===== config.mk =====
export PLATFORM = sky130hd
export DESIGN_NAME = jtag_tap
export DESIGN_NICKNAME = d
export VERILOG_FILES = /design/src/rtl/jtag_pkg.sv /design/src/rtl/jtag_tap_fsm.sv /design/src/rtl/jtag_tap.sv
export SDC_FILE = /design/constraint.sdc
export NUM_CORES = 1
export LEC_CHECK = 0
export CAP_MARGIN = 20
export CORE_MARGIN = 2
export CORE_UTILIZATION = 44
export DETAILED_ROUTE_END_ITERATION = 10
export PLACE_DENSITY = 0.84
export SYNTH_ARGS = -nofsm -noshare
export SYNTH_HDL_FRONTEND = slang
export SYNTH_SLANG_ARGS = --single-unit
export TNS_END_PERCENT = 10

===== constraint.sdc =====
create_clock -name tck -period 1.28 [get_ports tck]
set_input_delay 0.256 -clock tck [delete_from_list [all_inputs] [get_ports tck]]
set_output_delay 0.256 -clock tck [all_outputs]
set_load 0.03 [all_outputs]

===== src/rtl/jtag_pkg.sv =====
// rtl/jtag_pkg.sv - TAP state encoding and instruction opcode constants
// Opcodes that are not all-zeros/all-ones are given as small integers and
// sized to the IR width by the user; EXTEST and BYPASS are built with the
// '0 / '1 idioms at the point of use.
package jtag_pkg;

    // Conventional 1149.1 state encoding (4 bits, all 16 codes used).
    typedef enum logic [3:0] {
        TAP_EXIT2_DR  = 4'h0,
        TAP_EXIT1_DR  = 4'h1,
        TAP_SHIFT_DR  = 4'h2,
        TAP_PAUSE_DR  = 4'h3,
        TAP_SEL_IR    = 4'h4,
        TAP_UPD_DR    = 4'h5,
        TAP_CAP_DR    = 4'h6,
        TAP_SEL_DR    = 4'h7,
        TAP_EXIT2_IR  = 4'h8,
        TAP_EXIT1_IR  = 4'h9,
        TAP_SHIFT_IR  = 4'hA,
        TAP_PAUSE_IR  = 4'hB,
        TAP_RTI       = 4'hC,
        TAP_UPD_IR    = 4'hD,
        TAP_CAP_IR    = 4'hE,
        TAP_TLR       = 4'hF
    } tap_state_t;

    localparam int unsigned OP_SAMPLE = 1;
    localparam int unsigned OP_IDCODE = 2;
    localparam int unsigned ID_W      = 32;

endpackage


===== src/rtl/jtag_tap_fsm.sv =====
// rtl/jtag_tap_fsm.sv - 16-state IEEE 1149.1 TAP controller state machine
// Ports:
//   tck     in   test clock, state advances on rising edge
//   trst_n  in   asynchronous active-low reset to Test-Logic-Reset
//   tms_i   in   test mode select
//   state_o out  current TAP state
module jtag_tap_fsm
    import jtag_pkg::*;
(
    input  logic       tck,
    input  logic       trst_n,
    input  logic       tms_i,
    output tap_state_t state_o
);

    tap_state_t state_q, state_d;

    always_ff @(posedge tck or negedge trst_n) begin
        if (!trst_n) begin
            state_q <= TAP_TLR;
        end else begin
            state_q <= state_d;
        end
    end

    always_comb begin
        state_d = state_q;
        case (state_q)
            TAP_TLR:      state_d = tms_i ? TAP_TLR      : TAP_RTI;
            TAP_RTI:      state_d = tms_i ? TAP_SEL_DR   : TAP_RTI;
            TAP_SEL_DR:   state_d = tms_i ? TAP_SEL_IR   : TAP_CAP_DR;
            TAP_CAP_DR:   state_d = tms_i ? TAP_EXIT1_DR : TAP_SHIFT_DR;
            TAP_SHIFT_DR: state_d = tms_i ? TAP_EXIT1_DR : TAP_SHIFT_DR;
            TAP_EXIT1_DR: state_d = tms_i ? TAP_UPD_DR   : TAP_PAUSE_DR;
            TAP_PAUSE_DR: state_d = tms_i ? TAP_EXIT2_DR : TAP_PAUSE_DR;
            TAP_EXIT2_DR: state_d = tms_i ? TAP_UPD_DR   : TAP_SHIFT_DR;
            TAP_UPD_DR:   state_d = tms_i ? TAP_SEL_DR   : TAP_RTI;
            TAP_SEL_IR:   state_d = tms_i ? TAP_TLR      : TAP_CAP_IR;
            TAP_CAP_IR:   state_d = tms_i ? TAP_EXIT1_IR : TAP_SHIFT_IR;
            TAP_SHIFT_IR: state_d = tms_i ? TAP_EXIT1_IR : TAP_SHIFT_IR;
            TAP_EXIT1_IR: state_d = tms_i ? TAP_UPD_IR   : TAP_PAUSE_IR;
            TAP_PAUSE_IR: state_d = tms_i ? TAP_EXIT2_IR : TAP_PAUSE_IR;
            TAP_EXIT2_IR: state_d = tms_i ? TAP_UPD_IR   : TAP_SHIFT_IR;
            TAP_UPD_IR:   state_d = tms_i ? TAP_SEL_DR   : TAP_RTI;
            default:      state_d = TAP_TLR;
        endcase
    end

    assign state_o = state_q;

endmodule


===== src/rtl/jtag_tap.sv =====
// rtl/jtag_tap.sv - JTAG TAP: instruction register, DR muxing, boundary-scan controls
// Optional feature macro: JTAG_IDCODE_EN (ID register present, reset
// instruction IDCODE); without it opcode 2 is BYPASS and reset is BYPASS.
// Ports:
//   tck, trst_n        test clock, async active-low reset
//   tms_i, tdi_i       TAP inputs
//   tdo_o, tdo_en_o    TAP output and its enable (Shift-DR/IR only)
//   bsc_scan_o/_i      head/tail of the boundary chain
//   bsc_shift_o, bsc_capture_o, bsc_update_o, bsc_mode_o   chain controls
//   ir_o               current instruction
module jtag_tap
    import jtag_pkg::*;
#(
    parameter int unsigned IR_W   = 4,
    parameter logic [31:0] IDCODE = 32'h1000_0001
) (
    input  logic            tck,
    input  logic            trst_n,
    input  logic            tms_i,
    input  logic            tdi_i,
    output logic            tdo_o,
    output logic            tdo_en_o,
    output logic            bsc_scan_o,
    input  logic            bsc_scan_i,
    output logic            bsc_shift_o,
    output logic            bsc_capture_o,
    output logic            bsc_update_o,
    output logic            bsc_mode_o,
    output logic [IR_W-1:0] ir_o
);

    localparam logic [IR_W-1:0] IR_EXTEST  = '0;
    localparam logic [IR_W-1:0] IR_BYPASS  = '1;
    localparam logic [IR_W-1:0] IR_SAMPLE  = IR_W'(OP_SAMPLE);
    localparam logic [IR_W-1:0] IR_IDCODE  = IR_W'(OP_IDCODE);
    localparam logic [IR_W-1:0] IR_CAPTURE = IR_W'(2'b01);
`ifdef JTAG_IDCODE_EN
    localparam logic [IR_W-1:0] IR_RESET   = IR_IDCODE;
`else
    localparam logic [IR_W-1:0] IR_RESET   = IR_BYPASS;
`endif

    tap_state_t state;

    jtag_tap_fsm u_fsm (
        .tck     (tck),
        .trst_n  (trst_n),
        .tms_i   (tms_i),
        .state_o (state)
    );

    logic [IR_W-1:0] ir_sh_q, ir_sh_d;
    logic [IR_W-1:0] ir_upd_q, ir_upd_d;
    logic [IR_W-1:0] ir_cur;
    logic            byp_q, byp_d;
    logic            sel_bsc, sel_id, sel_byp;
    logic            id_tdo;

    // Test-Logic-Reset forces the reset instruction immediately, so the
    // decode is already correct in the first TLR cycle, not one edge later.
    assign ir_cur  = (state == TAP_TLR) ? IR_RESET : ir_upd_q;
    assign sel_bsc = (ir_cur == IR_EXTEST) || (ir_cur == IR_SAMPLE);
    assign sel_byp = !sel_bsc && !sel_id;

    always_comb begin
        ir_sh_d = ir_sh_q;
        case (state)
            TAP_CAP_IR:   ir_sh_d = IR_CAPTURE;
            TAP_SHIFT_IR: ir_sh_d = {tdi_i, ir_sh_q[IR_W-1:1]};
            default:      ir_sh_d = ir_sh_q;
        endcase

        ir_upd_d = ir_upd_q;
        if (state == TAP_TLR) begin
            ir_upd_d = IR_RESET;
        end else if (state == TAP_UPD_IR) begin
            ir_upd_d = ir_sh_q;
        end

        byp_d = byp_q;
        if (sel_byp) begin
            if (state == TAP_CAP_DR) begin
                byp_d = 1'b0;
            end else if (state == TAP_SHIFT_DR) begin
                byp_d = tdi_i;
            end
        end
    end

    always_ff @(posedge tck or negedge trst_n) begin
        if (!trst_n) begin
            ir_sh_q  <= IR_CAPTURE;
            ir_upd_q <= IR_RESET;
            byp_q    <= 1'b0;
        end else begin
            ir_sh_q  <= ir_sh_d;
            ir_upd_q <= ir_upd_d;
            byp_q    <= byp_d;
        end
    end

`ifdef JTAG_IDCODE_EN
    logic [ID_W-1:0] idr_q, idr_d;

    assign sel_id = (ir_cur == IR_IDCODE);
    assign id_tdo = idr_q[0];

    always_comb begin
        idr_d = idr_q;
        if (sel_id) begin
            if (state == TAP_CAP_DR) begin
                idr_d = IDCODE;
            end else if (state == TAP_SHIFT_DR) begin
                idr_d = {tdi_i, idr_q[ID_W-1:1]};
            end
        end
    end

    always_ff @(posedge tck or negedge trst_n) begin
        if (!trst_n) begin
            idr_q <= '0;
        end else begin
            idr_q <= idr_d;
        end
    end
`else
    logic unused_idcode;

    assign sel_id        = 1'b0;
    assign id_tdo        = 1'b0;
    assign unused_idcode = ^{IDCODE, IR_IDCODE};
`endif

    // Cell ff_1 is only clocked while capture is high, so capture also
    // has to be asserted throughout Shift-DR.
    assign bsc_capture_o = sel_bsc && ((state == TAP_CAP_DR) || (state == TAP_SHIFT_DR));
    assign bsc_shift_o   = sel_bsc && (state == TAP_SHIFT_DR);
    assign bsc_update_o  = sel_bsc && (state == TAP_UPD_DR);
    assign bsc_mode_o    = (ir_cur == IR_EXTEST);
    assign bsc_scan_o    = tdi_i;
    assign ir_o          = ir_cur;

    always_comb begin
        tdo_o    = 1'b0;
        tdo_en_o = 1'b0;
        if (state == TAP_SHIFT_IR) begin
            tdo_o    = ir_sh_q[0];
            tdo_en_o = 1'b1;
        end else if (state == TAP_SHIFT_DR) begin
            tdo_en_o = 1'b1;
            if (sel_bsc) begin
                tdo_o = bsc_scan_i;
            end else if (sel_id) begin
                tdo_o = id_tdo;
            end else begin
                tdo_o = byp_q;
            end
        end
    end

endmodule


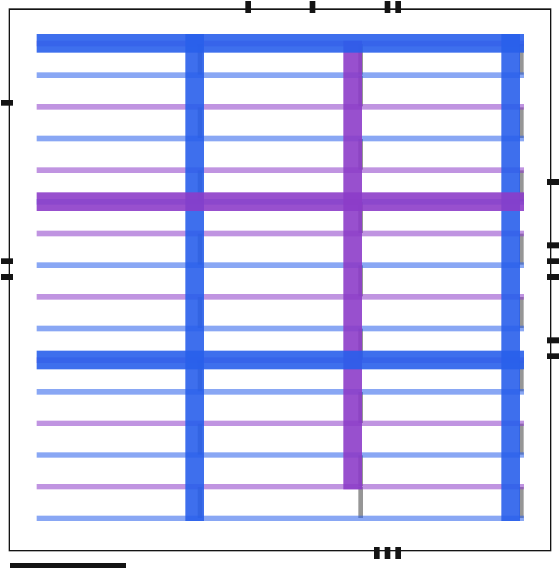
(images/floorplan.png)
Scale bar: 10 microns. Pins as bars on the die edge. Tap cells in gray.
legend:
  VSS:
    color: blue
  VDD:
    color: purple
signal pins: 16
met4 straps: 3

==> results_dict.tcl <==
# flow metrics
set metrics [dict create \
    status "finished, violations left" \
    violations "negative setup slack" \
    ys_top_cells_by_area "dfstp_2 (30%), dfrtp_1 (13%), nand2_1 (6.6%)" \
    taps 25 \
    clk_share_pct 2.32 \
    first_global_vias 637 \
    dr.pass1.iters 4 \
    setup_ws_ps -423 \
    place_worst_setup_slack_ps -149 \
    use_met1_pct 21.3 \
    busiest_layer "met2" \
    setup_viol 11 \
    rows 15 \
    synth_cell_types 33 \
    lay_top_cells "buf_4 (22), nand2_1 (14), dfstp_2 (9)" \
    wl_per_cell_microns 12.1 \
    comb_power_share_pct 62.9 \
    grt-ovfl-total 0 \
    required_ps 1020 \
    synth-seq-cells 13 \
    ir_drop_mv 1.19 \
    worstPathCellList "nor3b_4, nand4b_1, nand3_2, buf_6" \
    finalPower_mw 3.07 \
    yosys-top-cells-count "nand2_1 (14), dfstp_2 (9), o21ai_0 (8)" \
    crit_cells 4 \
    nFillCells 132 \
    mux_share_pct 0 \
    die_w_microns 46.4 \
    use_met3_pct 3.53 \
    timing.rr.end "byp_q$_DFFE_PN0P_" \
    nonClkBufAreaFrac_pct 26.0 \
    clk_pin_slew_worst_paths_ps 70 \
    crit_path_max_fanout 5 \
    cts_resized 7 \
    htreeDepth 1 \
    hold_viol 0 \
    swShare_pct 43.3 \
    cts_tree "done" \
    yosysWarnings 0 \
    switchingPower_mw 1.33 \
    fmax_mhz 587 \
    ctsRootBufferMaster "clkbuf_4" \
    comb_area_share_pct 38.3 \
    rsz0062_at_grt "yes" \
    netlist_area_sq_um 791 \
    cts_buffers 3 \
    nClkBuffers 4 \
    drive_gt1_share_pct 52.2 \
    finalWirelength_mm 1.66 \
    syn_nets 85 \
    seq_share_pct 29.7 \
    utilization_pct 66.4 \
    grt_first_pass_wirelength_mm 2.67 \
    core_area_sq_um 1710 \
    yosysMostFrequentCell "nand2_1" \
    maxSlewViolCount 0 \
    powerDensity_nw_per_um2 2710 \
    nNonClkInverters 3 \
    worstReg2RegStart "u_fsm.state_o[1]$_DFF_PN1_" \
    seq_power_share_pct 29.3 \
    die_area_sq_um 2150 \
    ys_sh_aoi_pct 18.0 \
    nonClockBufferCount 34 \
    highest_layer "met4" \
    seq_cells 13 \
    nNetsFinal 119 \
    finalClockPeriodUsage_pct 133 \
    drc_errors 0 \
    hpwl_mm 1.35 \
    sequentialPower_mw 0.898 \
    pwr-share-clk_pct 7.9 \
    crit_type "flop to output pin" \
    largest_class "combinational gates" \
    fin_tns_setup_ps -3490 \
    dp_cells 132 \
    largest_area_cell "dfstp_2" \
    post_cts_buffers 0 \
    ys_seq_share_pct 42.6 \
    grt_max_degree 14 \
    m1WireLength_microns 716 \
    cts_sinks 13 \
    cts_buffer_depth 2 \
    ys.flop_type "dfstp_2" \
    power.clock.total_mw 0.242 \
    met3_length_microns 45 \
    simple_gate_share_pct 31.8 \
    antenna_found_initial 0 \
]
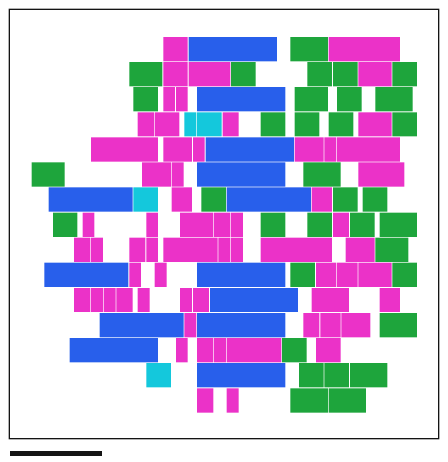
(images/class_map.png)
Scale bar: 10 microns.
legend:
  clock drivers and dummy loads:
    color: cyan
    cells: 4
    share_of_their_area: 2.4%
  remaining buffers and delay cells:
    color: green
    cells: 34
    share_of_their_area: 27%
  registers:
    color: blue
    cells: 13
    share_of_their_area: 30%
  remaining logic cells:
    color: magenta
    cells: 62
    share_of_their_area: 40%

Power and IR drop assume default switching activity.
